## src/rtl/seq_detect_ctrl_if.sv

```systemverilog
// Bus bundle for seq_detect_ctrl: word input handshake, serial observation taps,
// per-word result handshake and cumulative counters.
interface seq_detect_ctrl_if #(
    parameter int WIDTH = 8,
    parameter int CNT_W = 8
);
    localparam int HW = $clog2(WIDTH + 1);

    // valid/ready: a transfer happens in every cycle where valid and ready are both 1
    // at the rising edge; the source holds data stable while valid is high and ready is low.
    logic             in_valid;
    logic             in_ready;
    logic [WIDTH-1:0] in_data;
    logic             clear;
    logic             ser_bit;
    logic             ser_hit;
    logic             out_valid;
    logic             out_ready;
    logic [HW-1:0]    out_hits;
    logic [CNT_W-1:0] total_hits;
    logic             busy;
    logic [1:0]       state_dbg;

    modport master (
        output in_valid, in_data, clear, out_ready,
        input  in_ready, ser_bit, ser_hit, out_valid, out_hits, total_hits, busy, state_dbg
    );

    modport slave (
        input  in_valid, in_data, clear, out_ready,
        output in_ready, ser_bit, ser_hit, out_valid, out_hits, total_hits, busy, state_dbg
    );
endinterface

```

## src/rtl/seq_detect_ctrl.sv

```systemverilog
// Word-level run-length detector controller: serializes accepted words LSB-first into a
// run tracker and reports per-word and saturating cumulative hit counts.
module seq_detect_ctrl #(
    parameter int WIDTH   = 8,
    parameter int RUN_LEN = 4,
    parameter int CNT_W   = 8
) (
    input logic              clk,
    input logic              reset,
    seq_detect_ctrl_if.slave io_bus
);
    localparam int HW = $clog2(WIDTH + 1);
    localparam int IW = $clog2(WIDTH);
    localparam int RW = $clog2(RUN_LEN + 1);
    localparam logic [IW-1:0] LAST_IDX = IW'(WIDTH - 1);
    localparam logic [RW-1:0] RUN_MAX  = RW'(RUN_LEN);

    typedef enum logic [1:0] {
        ST_IDLE  = 2'd0,
        ST_SHIFT = 2'd1,
        ST_DONE  = 2'd2
    } state_t;

    state_t           r_state;
    state_t           w_next;
    logic [WIDTH-1:0] r_word;
    logic [IW-1:0]    r_bit_idx;
    logic             r_last_bit;
    logic             r_last_vld;
    logic [RW-1:0]    r_run_len;
    logic [HW-1:0]    r_word_hits;
    logic [CNT_W-1:0] r_total;
    logic             r_ser_bit;
    logic             r_ser_hit;

    logic          w_in_ready;
    logic          w_accept;
    logic          w_consume;
    logic          w_bit;
    logic          w_same;
    logic [RW-1:0] w_run_next;
    logic          w_hit;

    assign w_in_ready = (r_state == ST_IDLE) & ~reset;
    assign w_accept   = io_bus.in_valid & w_in_ready;
    assign w_consume  = (r_state == ST_SHIFT);
    assign w_bit      = r_word[r_bit_idx];
    assign w_same     = r_last_vld & (w_bit == r_last_bit);
    // Run length saturates at RUN_MAX so the hit keeps firing while the run continues.
    assign w_run_next = w_same ? ((r_run_len == RUN_MAX) ? RUN_MAX : r_run_len + RW'(1))
                               : RW'(1);
    assign w_hit      = w_consume & ~io_bus.clear & (w_run_next == RUN_MAX);

    always_comb begin
        w_next = r_state;
        case (r_state)
            ST_IDLE:  if (w_accept) w_next = ST_SHIFT;
            ST_SHIFT: if (r_bit_idx == LAST_IDX) w_next = ST_DONE;
            ST_DONE:  if (io_bus.out_ready) w_next = ST_IDLE;
            default:  w_next = ST_IDLE;
        endcase
    end

    always_ff @(posedge clk) begin
        if (reset) r_state <= ST_IDLE;
        else       r_state <= w_next;
    end

    always_ff @(posedge clk) begin
        if (reset) begin
            r_word      <= '0;
            r_bit_idx   <= '0;
            r_last_bit  <= 1'b0;
            r_last_vld  <= 1'b0;
            r_run_len   <= '0;
            r_word_hits <= '0;
            r_total     <= '0;
            r_ser_bit   <= 1'b0;
            r_ser_hit   <= 1'b0;
        end else begin
            r_ser_hit <= w_hit;
            if (w_accept) begin
                r_word      <= io_bus.in_data;
                r_bit_idx   <= '0;
                r_word_hits <= '0;
            end
            if (w_consume) begin
                r_ser_bit <= w_bit;
                r_bit_idx <= r_bit_idx + IW'(1);
            end
            // Clear breaks the run; the bit consumed this cycle is not fed to the tracker.
            if (io_bus.clear) begin
                r_run_len   <= '0;
                r_last_vld  <= 1'b0;
                r_word_hits <= '0;
                r_total     <= '0;
            end else begin
                if (w_consume) begin
                    r_run_len  <= w_run_next;
                    r_last_bit <= w_bit;
                    r_last_vld <= 1'b1;
                end
                if (w_hit) begin
                    r_word_hits <= r_word_hits + HW'(1);
                    if (r_total != '1) r_total <= r_total + CNT_W'(1);
                end
            end
        end
    end

    assign io_bus.in_ready   = w_in_ready;
    assign io_bus.ser_bit    = r_ser_bit;
    assign io_bus.ser_hit    = r_ser_hit;
    assign io_bus.out_valid  = (r_state == ST_DONE);
    assign io_bus.out_hits   = r_word_hits;
    assign io_bus.total_hits = r_total;
    assign io_bus.busy       = (r_state != ST_IDLE);
    assign io_bus.state_dbg  = r_state;
endmodule
```

## src/flat_wrapper.sv

```systemverilog
// flat-port wrapper written by rule: the top's interface ports become plain ports
module seq_detect_ctrl_flat 
#(
    parameter int WIDTH   = 8,
    parameter int RUN_LEN = 4,
    parameter int CNT_W   = 8
)
  (clk, reset, io_bus_in_valid, io_bus_in_data, io_bus_clear, io_bus_out_ready, io_bus_in_ready, io_bus_ser_bit, io_bus_ser_hit, io_bus_out_valid, io_bus_out_hits, io_bus_total_hits, io_bus_busy, io_bus_state_dbg);
  seq_detect_ctrl_if #(.WIDTH(WIDTH), .CNT_W(CNT_W)) io_bus_i ();
  input logic clk;
  input logic reset;
  input wire logic [$bits(io_bus_i.in_valid)-1:0] io_bus_in_valid;
  input wire logic [$bits(io_bus_i.in_data)-1:0] io_bus_in_data;
  input wire logic [$bits(io_bus_i.clear)-1:0] io_bus_clear;
  input wire logic [$bits(io_bus_i.out_ready)-1:0] io_bus_out_ready;
  output wire logic [$bits(io_bus_i.in_ready)-1:0] io_bus_in_ready;
  output wire logic [$bits(io_bus_i.ser_bit)-1:0] io_bus_ser_bit;
  output wire logic [$bits(io_bus_i.ser_hit)-1:0] io_bus_ser_hit;
  output wire logic [$bits(io_bus_i.out_valid)-1:0] io_bus_out_valid;
  output wire logic [$bits(io_bus_i.out_hits)-1:0] io_bus_out_hits;
  output wire logic [$bits(io_bus_i.total_hits)-1:0] io_bus_total_hits;
  output wire logic [$bits(io_bus_i.busy)-1:0] io_bus_busy;
  output wire logic [$bits(io_bus_i.state_dbg)-1:0] io_bus_state_dbg;
  assign io_bus_i.in_valid = io_bus_in_valid;
  assign io_bus_i.in_data = io_bus_in_data;
  assign io_bus_i.clear = io_bus_clear;
  assign io_bus_i.out_ready = io_bus_out_ready;
  assign io_bus_in_ready = io_bus_i.in_ready;
  assign io_bus_ser_bit = io_bus_i.ser_bit;
  assign io_bus_ser_hit = io_bus_i.ser_hit;
  assign io_bus_out_valid = io_bus_i.out_valid;
  assign io_bus_out_hits = io_bus_i.out_hits;
  assign io_bus_total_hits = io_bus_i.total_hits;
  assign io_bus_busy = io_bus_i.busy;
  assign io_bus_state_dbg = io_bus_i.state_dbg;
  seq_detect_ctrl #(.WIDTH(WIDTH), .RUN_LEN(RUN_LEN), .CNT_W(CNT_W)) u_core (.clk(clk), .reset(reset), .io_bus(io_bus_i));
endmodule
```

## config.mk

```make
export PLATFORM = sky130hd
export DESIGN_NAME = seq_detect_ctrl_flat
export DESIGN_NICKNAME = d
export VERILOG_FILES = /design/src/rtl/seq_detect_ctrl_if.sv /design/src/rtl/seq_detect_ctrl.sv /design/src/flat_wrapper.sv
export SDC_FILE = /design/constraint.sdc
export NUM_CORES = 1
export LEC_CHECK = 0
export ABC_AREA = 1
export CAP_MARGIN = 20
export CORE_ASPECT_RATIO = 2
export CORE_UTILIZATION = 40
export DETAILED_ROUTE_END_ITERATION = 12
export GPL_TIMING_DRIVEN = 0
export SYNTH_ARGS = -nofsm -noshare
export SYNTH_HDL_FRONTEND = slang
export SYNTH_SLANG_ARGS = --single-unit
```

## constraint.sdc

```tcl
create_clock -name clk -period 2.4 [get_ports clk]
set_input_delay 0.48 -clock clk [delete_from_list [all_inputs] [get_ports clk]]
set_output_delay 0.48 -clock clk [all_outputs]
set_load 0.01 [all_outputs]
```

Run 1, clock wiring as the flow saved it:
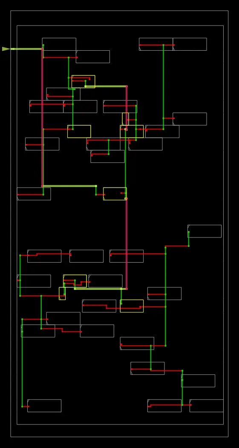
Worst Clk Skew: 0.00576 ns
clkbuf count: 8

Run 1, routed metal, one colour a layer:
Only two layers are drawn.
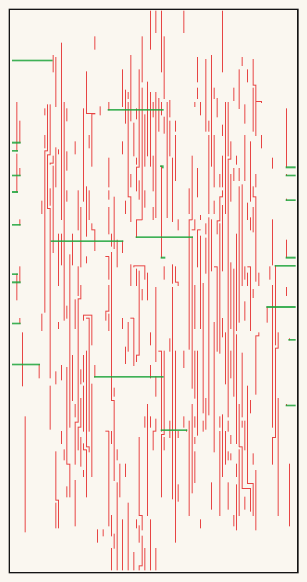
Red is met2, wire length 2280 um. Green is met3, wire length 79.8 um.

Run 1, signal wires on met1:
Supply wires on this layer in grey.
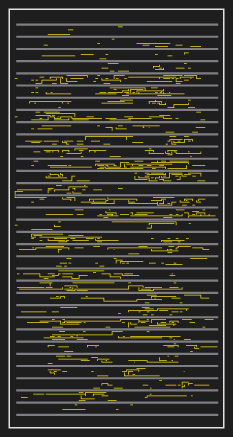
The wires run mostly horizontal. The longest straight run is 14.3 um.

Run 1, zoomed window:
The bar under the picture is 10 um long. Region (9, 32) to (39, 62) um. Cells in grey, sequential cells in the stronger grey; small squares are vias.
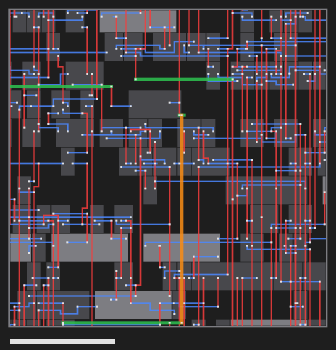
Red is met2. Green is met3. Orange is met4. Blue is met1.
78 logic cells have their middle in the window. Most frequent: inv_1 (14), nand2_1 (14), nand3_1 (9). Sequential cells in the window: 4.

==> tab_implementation.tex, run 1 <==
% Synthesis and place-and-route results
\begin{tabular}{lr}
\hline
Metric & Value \\
\hline
\multicolumn{2}{l}{\textbf{Floorplan}} \\
Number of core rows & 32 \\
Height of the die & 93.0 um \\
Core Util at FP & 42.2\% \\
Chip width & 47.5 um \\
Number of top-level pins & 32 \\
Die footprint & 4420 um\^{}2 \\
\multicolumn{2}{l}{\textbf{STA}} \\
Transition at the pin with the smallest max-transition slack & 0.674 ns \\
Max Slew Vio Count & 0 \\
Post-route clock period utilization & 81.3\% \\
Max-slew headroom & 54.9\% \\
\multicolumn{2}{l}{\textbf{CTS}} \\
CTS HTree Levels & 2 \\
Number of setup buffers added after CTS & 0 \\
CTS tree & done \\
Number of hold buffers added after cts & 0 \\
Number of buffers created by CTS & 5 \\
Clock transition at path regs & 0.06 ns \\
Root Driver & sky130\_fd\_sc\_hd\_\_clkbuf\_8 \\
PostCTS Resize Cnt & 0 \\
Sink count of the clock tree & 32 \\
\multicolumn{2}{l}{\textbf{Placed design}} \\
Post-Place Worst Slack & 0.210 ns \\
Final weighted congestion of routability-driven global placement & 0.801 \\
Post-detail-place hpwl & 2990 um \\
Buffers on Ports & 30 \\
\multicolumn{2}{l}{\textbf{Synth}} \\
Tally of unique sky130hd cells used after synthesis & 24 \\
Instance count of the mapped netlist & 236 \\
Post-Syn Area per Cell & 7.02 um\^{}2 \\
Post-synth area from yosys stat & 1660 um\^{}2 \\
Number of warning messages in the yosys log & 0 \\
Sequential element share of the synthesized area & 38.7\% \\
\multicolumn{2}{l}{\textbf{Finish}} \\
Util after Layout & 53.8\% \\
Number of inserted filler cells in the final layout & 444 \\
Design area & 2110 um\^{}2 \\
Top cells excl fill/tap & sky130\_fd\_sc\_hd\_\_nand2\_1 (41), sky130\_fd\_sc\_hd\_\_inv\_1 (35), sky130\_fd\_sc\_hd\_\_dfxtp\_1 (32), sky130\_fd\_sc\_hd\_\_nor2\_1 (30), sky130\_fd\_sc\_hd\_\_clkdlybuf4s50\_1 (30) \\
Total inserted antenna cells & 0 \\
\multicolumn{2}{l}{\textbf{Routing}} \\
Initial DRC Count & 30 \\
Number of nets with antenna violations after detailed routing & 0 \\
Detail-routed net length per standard cell & 11.6 um \\
Detailed-route wire length & 3780 um \\
Routed vias & 1557 \\
\multicolumn{2}{l}{\textbf{Hold path}} \\
Origin of the worst min-delay path & u\_core.r\_word[4] \\
\multicolumn{2}{l}{\textbf{Pwr}} \\
Peak supply drop & 0.456 mV \\
\multicolumn{2}{l}{\textbf{Setup path}} \\
Most Frequent Cell on Critical Path & sky130\_fd\_sc\_hd\_\_nor2\_1 \\
Cell breakdown of the critical path & nor2\_1, inv\_1, nor2\_1, clkdlybuf4s50\_1 \\
Type of element capturing the critical path & output port \\
Arrival time reported for the critical path endpoint & 1.47 ns \\
Largest incremental delay on the critical path & 0.56 ns \\
Critical path origin & u\_core.io\_bus.state\_dbg[1] \\
\multicolumn{2}{l}{\textbf{Global routing}} \\
Pin count of the biggest net entering global routing & 11 \\
\multicolumn{2}{l}{\textbf{Run status}} \\
Result of the run & completed \\
\hline
\end{tabular}
==> run 1: routing by layer <==
layer / global-route usage (%) / part of all wire (%)
met5: 0 / 0
met4: 9.76 / 1.6
met3: 3.86 / 2.1
met2: 39.6 / 60
met1: 20.0 / 36
==> run 1: flip-flops by register name, indices dropped and copies added, names as in the netlist <==
signal and count:
u_core.io_bus.out_hits 4, u_core.r_last_vld 1, u_core.io_bus.total_hits 8, u_core.io_bus.state_dbg 2, u_core.r_last_bit 1, u_core.r_run_len 3, u_core.io_bus.ser_hit 1, u_core.r_word 8
u_core.r_bit_idx 3, u_core.io_bus.ser_bit 1
==> run 1: cell type report <==
class                      instances  area (um^2)  area share, %
inverter                          40          150           7.11
multi-input combinational        157          832           39.4
sequential                        32          641           30.3
tap                               51         63.8           3.02
clock buffer                       8         90.1           4.27
timing repair buffer              30          300           14.2
buffer                             7         33.8           1.60
==> run 1: synthesized netlist by cell type <==
library cell	n	area, um^2
sky130_fd_sc_hd__a21oi_1	22	110
sky130_fd_sc_hd__and3_1	1	6.26
sky130_fd_sc_hd__buf_4	2	15.0
sky130_fd_sc_hd__clkbuf_1	5	18.8
sky130_fd_sc_hd__dfxtp_1	32	641
sky130_fd_sc_hd__ha_1	6	75.1
sky130_fd_sc_hd__inv_1	35	131
sky130_fd_sc_hd__inv_2	5	18.8
sky130_fd_sc_hd__nand2_1	41	154
sky130_fd_sc_hd__nand2_2	2	12.5
sky130_fd_sc_hd__nand3_1	18	90.1
sky130_fd_sc_hd__nand3_2	3	30.0
sky130_fd_sc_hd__nand3b_1	1	7.51
sky130_fd_sc_hd__nand4_1	10	62.6
sky130_fd_sc_hd__nand4_4	1	21.3
sky130_fd_sc_hd__nor2_1	30	113
sky130_fd_sc_hd__nor2_2	3	18.8
sky130_fd_sc_hd__nor2_4	1	11.3
sky130_fd_sc_hd__nor4_4	1	21.3
sky130_fd_sc_hd__o21ai_0	12	60.1
sky130_fd_sc_hd__o31ai_1	2	15.0
sky130_fd_sc_hd__or2_1	1	6.26
sky130_fd_sc_hd__xnor2_1	1	8.76
sky130_fd_sc_hd__xor2_1	1	8.76
==> run 1: where the power goes <==
| part | switching, mW | total, mW | internal (mW) | leakage [nW] |
|---|---|---|---|---|
| sequential | 0.0161 | 0.568 | 0.552 | 0.260 |
| combinational | 0.0934 | 0.159 | 0.0652 | 0.590 |
| clock | 0.193 | 0.427 | 0.234 | 0.0455 |
==> run 1: cells by family (layout without fill, tap and decap cells) <==
family	Yosys count	in the layout	share of synthesized area, %
AOI/OAI and AO/OA	36	36	11.2
and+or+nand+nor	113	113	33.5
adders and majority gates	6	6	4.53
buffers and inverters	47	85	11.1
DFF	32	32	38.7
xor gates and xnor gates	2	2	1.06
==> run 1: final timing paths <==
kind                                      end  cells past startpoint  slack [ns]
setup reg to reg  u_core.io_bus.total_hits[1]                      9        0.52
setup / recovery              io_bus_in_ready                      4        0.45
hold reg to reg              u_core.r_word[4]                      2        0.45
hold / removal               u_core.r_word[4]                      2        0.45
==> run 1: critical path: cells and delay by family (launching register included) <==
family                 cells  cell delay (ns)
flip-flops                 1             0.35
AND/OR/NAND/NOR            2             0.23
buffers and inverters      2             0.61
Run 1, nets reached from selected ports:
The bar under the picture is 10 um long.
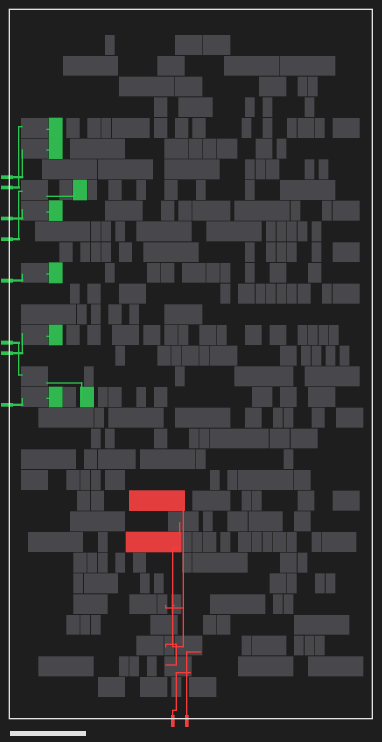

==> run 1 -> run 2 <==
--- a/config.mk
+++ b/config.mk
@@ -11,6 +11,7 @@
 export CORE_UTILIZATION = 40
 export DETAILED_ROUTE_END_ITERATION = 12
 export GPL_TIMING_DRIVEN = 0
+export PLACE_DENSITY = 0.67
 export SYNTH_ARGS = -nofsm -noshare
 export SYNTH_HDL_FRONTEND = slang
 export SYNTH_SLANG_ARGS = --single-unit
==> constraint.sdc (replaced) <==
create_clock -name clk -period 1.6 [get_ports clk]
set_input_delay 0.32 -clock clk [delete_from_list [all_inputs] [get_ports clk]]
set_output_delay 0.32 -clock clk [all_outputs]
set_load 0.01 [all_outputs]
Run 2, nets reached from selected ports:
The bar under the picture is 10 um long.
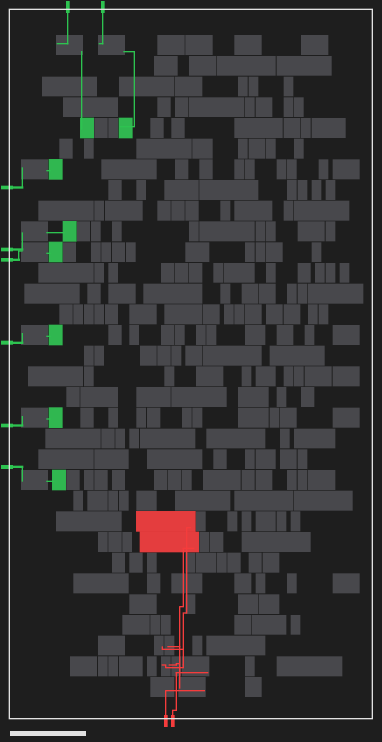
Red is io_bus_state_dbg, bits 2, direction output, edge bottom, end cells 2, buffers 2, wire 67.3 um. Green is io_bus_in_data, bits 8, direction input, edge 6 left, 2 top, end cells 8, buffers 8, wire 55.8 um.

==> run 2 against run 1 <==
- sequential cell count is the same
- via count rose by 4.4%
- non-clock buffer count grew 6
- clock skew grew 0.0027 ns
- total power increased by 46%
- combinational power is about 60% higher
- setup slack worse by 0.52 ns
- core utilization is 2.8 points higher
- die area unchanged
- critical path depth rose by 6
- the run now ends with negative setup slack left
- count of clock-buffer cells in the layout fell by 2
==> tab_implementation.tex, run 2 <==
% Synthesis and place-and-route results
\begin{tabular}{lr}
\hline
Metric & Value \\
\hline
\multicolumn{2}{l}{\textbf{Run status}} \\
Result of the run & finished, violations left \\
Failing checks & negative setup slack \\
\multicolumn{2}{l}{\textbf{Synth}} \\
Post-synth ARST share & 0\% (unchanged) \\
Top cells by area & sky130\_fd\_sc\_hd\_\_dfxtp\_1 (39\%), sky130\_fd\_sc\_hd\_\_nand2\_1 (9.3\%), sky130\_fd\_sc\_hd\_\_inv\_1 (7.9\%), sky130\_fd\_sc\_hd\_\_nor2\_1 (6.8\%), sky130\_fd\_sc\_hd\_\_a21oi\_1 (6.6\%) \\
Top FF cell, synth & sky130\_fd\_sc\_hd\_\_dfxtp\_1 \\
Top-area cell share & 38.7\% (unchanged) \\
\multicolumn{2}{l}{\textbf{Routing}} \\
Number of nets with antenna violations after detailed routing & 0 (unchanged) \\
Initial DRC Count & 14 (-53\%) \\
\multicolumn{2}{l}{\textbf{Placed design}} \\
Final weighted congestion of routability-driven global placement & 0.805 (+0.39\%) \\
Post-detail-place hpwl & 2940 um (-1.4\%) \\
\multicolumn{2}{l}{\textbf{STA}} \\
Worst Clk Skew & 0.00848 ns (+0.00272 ns) \\
Setup ws final & -0.0723 ns \\
Max Slew Vio Count & 0 (unchanged) \\
\# setup viols final & 9 \\
\multicolumn{2}{l}{\textbf{Finish}} \\
Top cells excl fill/tap & sky130\_fd\_sc\_hd\_\_nand2\_1 (39), sky130\_fd\_sc\_hd\_\_inv\_1 (30), sky130\_fd\_sc\_hd\_\_nor2\_1 (27), sky130\_fd\_sc\_hd\_\_clkdlybuf4s50\_1 (26) \\
\multicolumn{2}{l}{\textbf{Pwr}} \\
Design internal power & 1.23 mW (+45\%) \\
Sequential Power Share & 50.5\% (+1.3 points) \\
Net switching power & 0.456 mW (+51\%) \\
\multicolumn{2}{l}{\textbf{Floorplan}} \\
Number of top-level pins & 32 (unchanged) \\
\multicolumn{2}{l}{\textbf{CTS}} \\
Root Driver & sky130\_fd\_sc\_hd\_\_clkbuf\_8 \\
\multicolumn{2}{l}{\textbf{Setup path}} \\
Arrival time reported for the critical path endpoint & 1.89 ns (+0.42 ns) \\
\hline
\end{tabular}
==> run 2: worst paths after layout <==
check                                                   end                 from  slack (ns)  cells after the start
worst min register to register             u_core.r_word[1]     u_core.r_word[1]        0.45                      2
worst min-delay path                    u_core.r_bit_idx[2]                reset        0.42                      2
worst max-delay path            u_core.io_bus.total_hits[0]  u_core.r_run_len[1]       -0.07                     10
worst max register to register  u_core.io_bus.total_hits[0]  u_core.r_run_len[1]       -0.07                     10
==> run 2: through the flow <==
step | worst slack [ns] | instance area (um^2) | total power [mW] | setup TNS [ns] | util [%]
4_1_cts | -0.0706 | 2170 | 1.70 | -0.438 | 55.3
5_1_grt | -0.183 | 2220 | 1.78 | -1.67 | 56.6
2_1_floorplan | -0.0444 | 1660 | 1.02 | -0.233 | -
3_3_place_gp | -0.311 | 2020 | 1.11 | -3.15 | 51.6
3_5_place_dp | -0.307 | 2020 | 1.11 | -3.34 | 51.6
6_report | -0.0723 | 2220 | 1.69 | -0.360 | 56.6
==> run 2: timing repair <==
action                     CTS  global route
gates resized               18            18
setup endpoints to repair   18            21
pin swaps                    8             4
gates cloned                 0             1
setup buffers                4             1
==> run 2: power groups by stage <==
stage          Combinational [mW]  Sequential [mW]  Clock [mW]
6_report                    0.254            0.851       0.580
5_1_grt                     0.293            0.854       0.634
4_1_cts                     0.248            0.854       0.594
3_5_place_dp                0.240            0.871           0
3_3_place_gp                0.236            0.870           0
2_1_floorplan               0.153            0.868           0
==> run 2: area by class of cell <==
class	instances	area [um^2]
fillers	414	1700
multi-input cells	157	883
flip-flops and latches	32	658
repair buffers	36	349
inverters	40	150
clock buffers	6	72.6
well taps	51	63.8
plain buffers	7	38.8
clock inverters	1	5.00
==> run 2: worst max-delay path, cell delays in order (launching register included) <==
cell                      delay (ns)
sky130_fd_sc_hd__dfxtp_2        0.33
sky130_fd_sc_hd__inv_2          0.07
sky130_fd_sc_hd__ha_4           0.14
sky130_fd_sc_hd__nand2_2        0.06
sky130_fd_sc_hd__nand2_2        0.08
sky130_fd_sc_hd__inv_2          0.04
sky130_fd_sc_hd__nor4_4         0.35
sky130_fd_sc_hd__nand4_4        0.22
sky130_fd_sc_hd__nor2_2         0.16
sky130_fd_sc_hd__nor2_1         0.06
sky130_fd_sc_hd__nor2_1         0.09
==> run 2: kinds of logic (layout without fill, tap and decap cells) <==
kind of cell | count (synthesis) | count (layout) | share of synthesized area (%)
buffers and inverters | 47 | 90 | 11.1
DFF | 32 | 32 | 38.7
and+or+nand+nor | 113 | 113 | 33.5
AOI/OAI and AO/OA | 36 | 36 | 11.2
xor gates and xnor gates | 2 | 2 | 1.06
adders and majority gates | 6 | 6 | 4.53
==> run 2: routing by layer <==
metal	vias to the layer above	global-route usage (%)	share of wire, %
li1	845	-	-
met3	12	5.41	2.6
met1	740	19.6	34
met2	29	38.9	60
met4	0	9.76	3.3
met5	-	0	0
Power figures rest on the tool's default switching activity, not on a simulated workload.
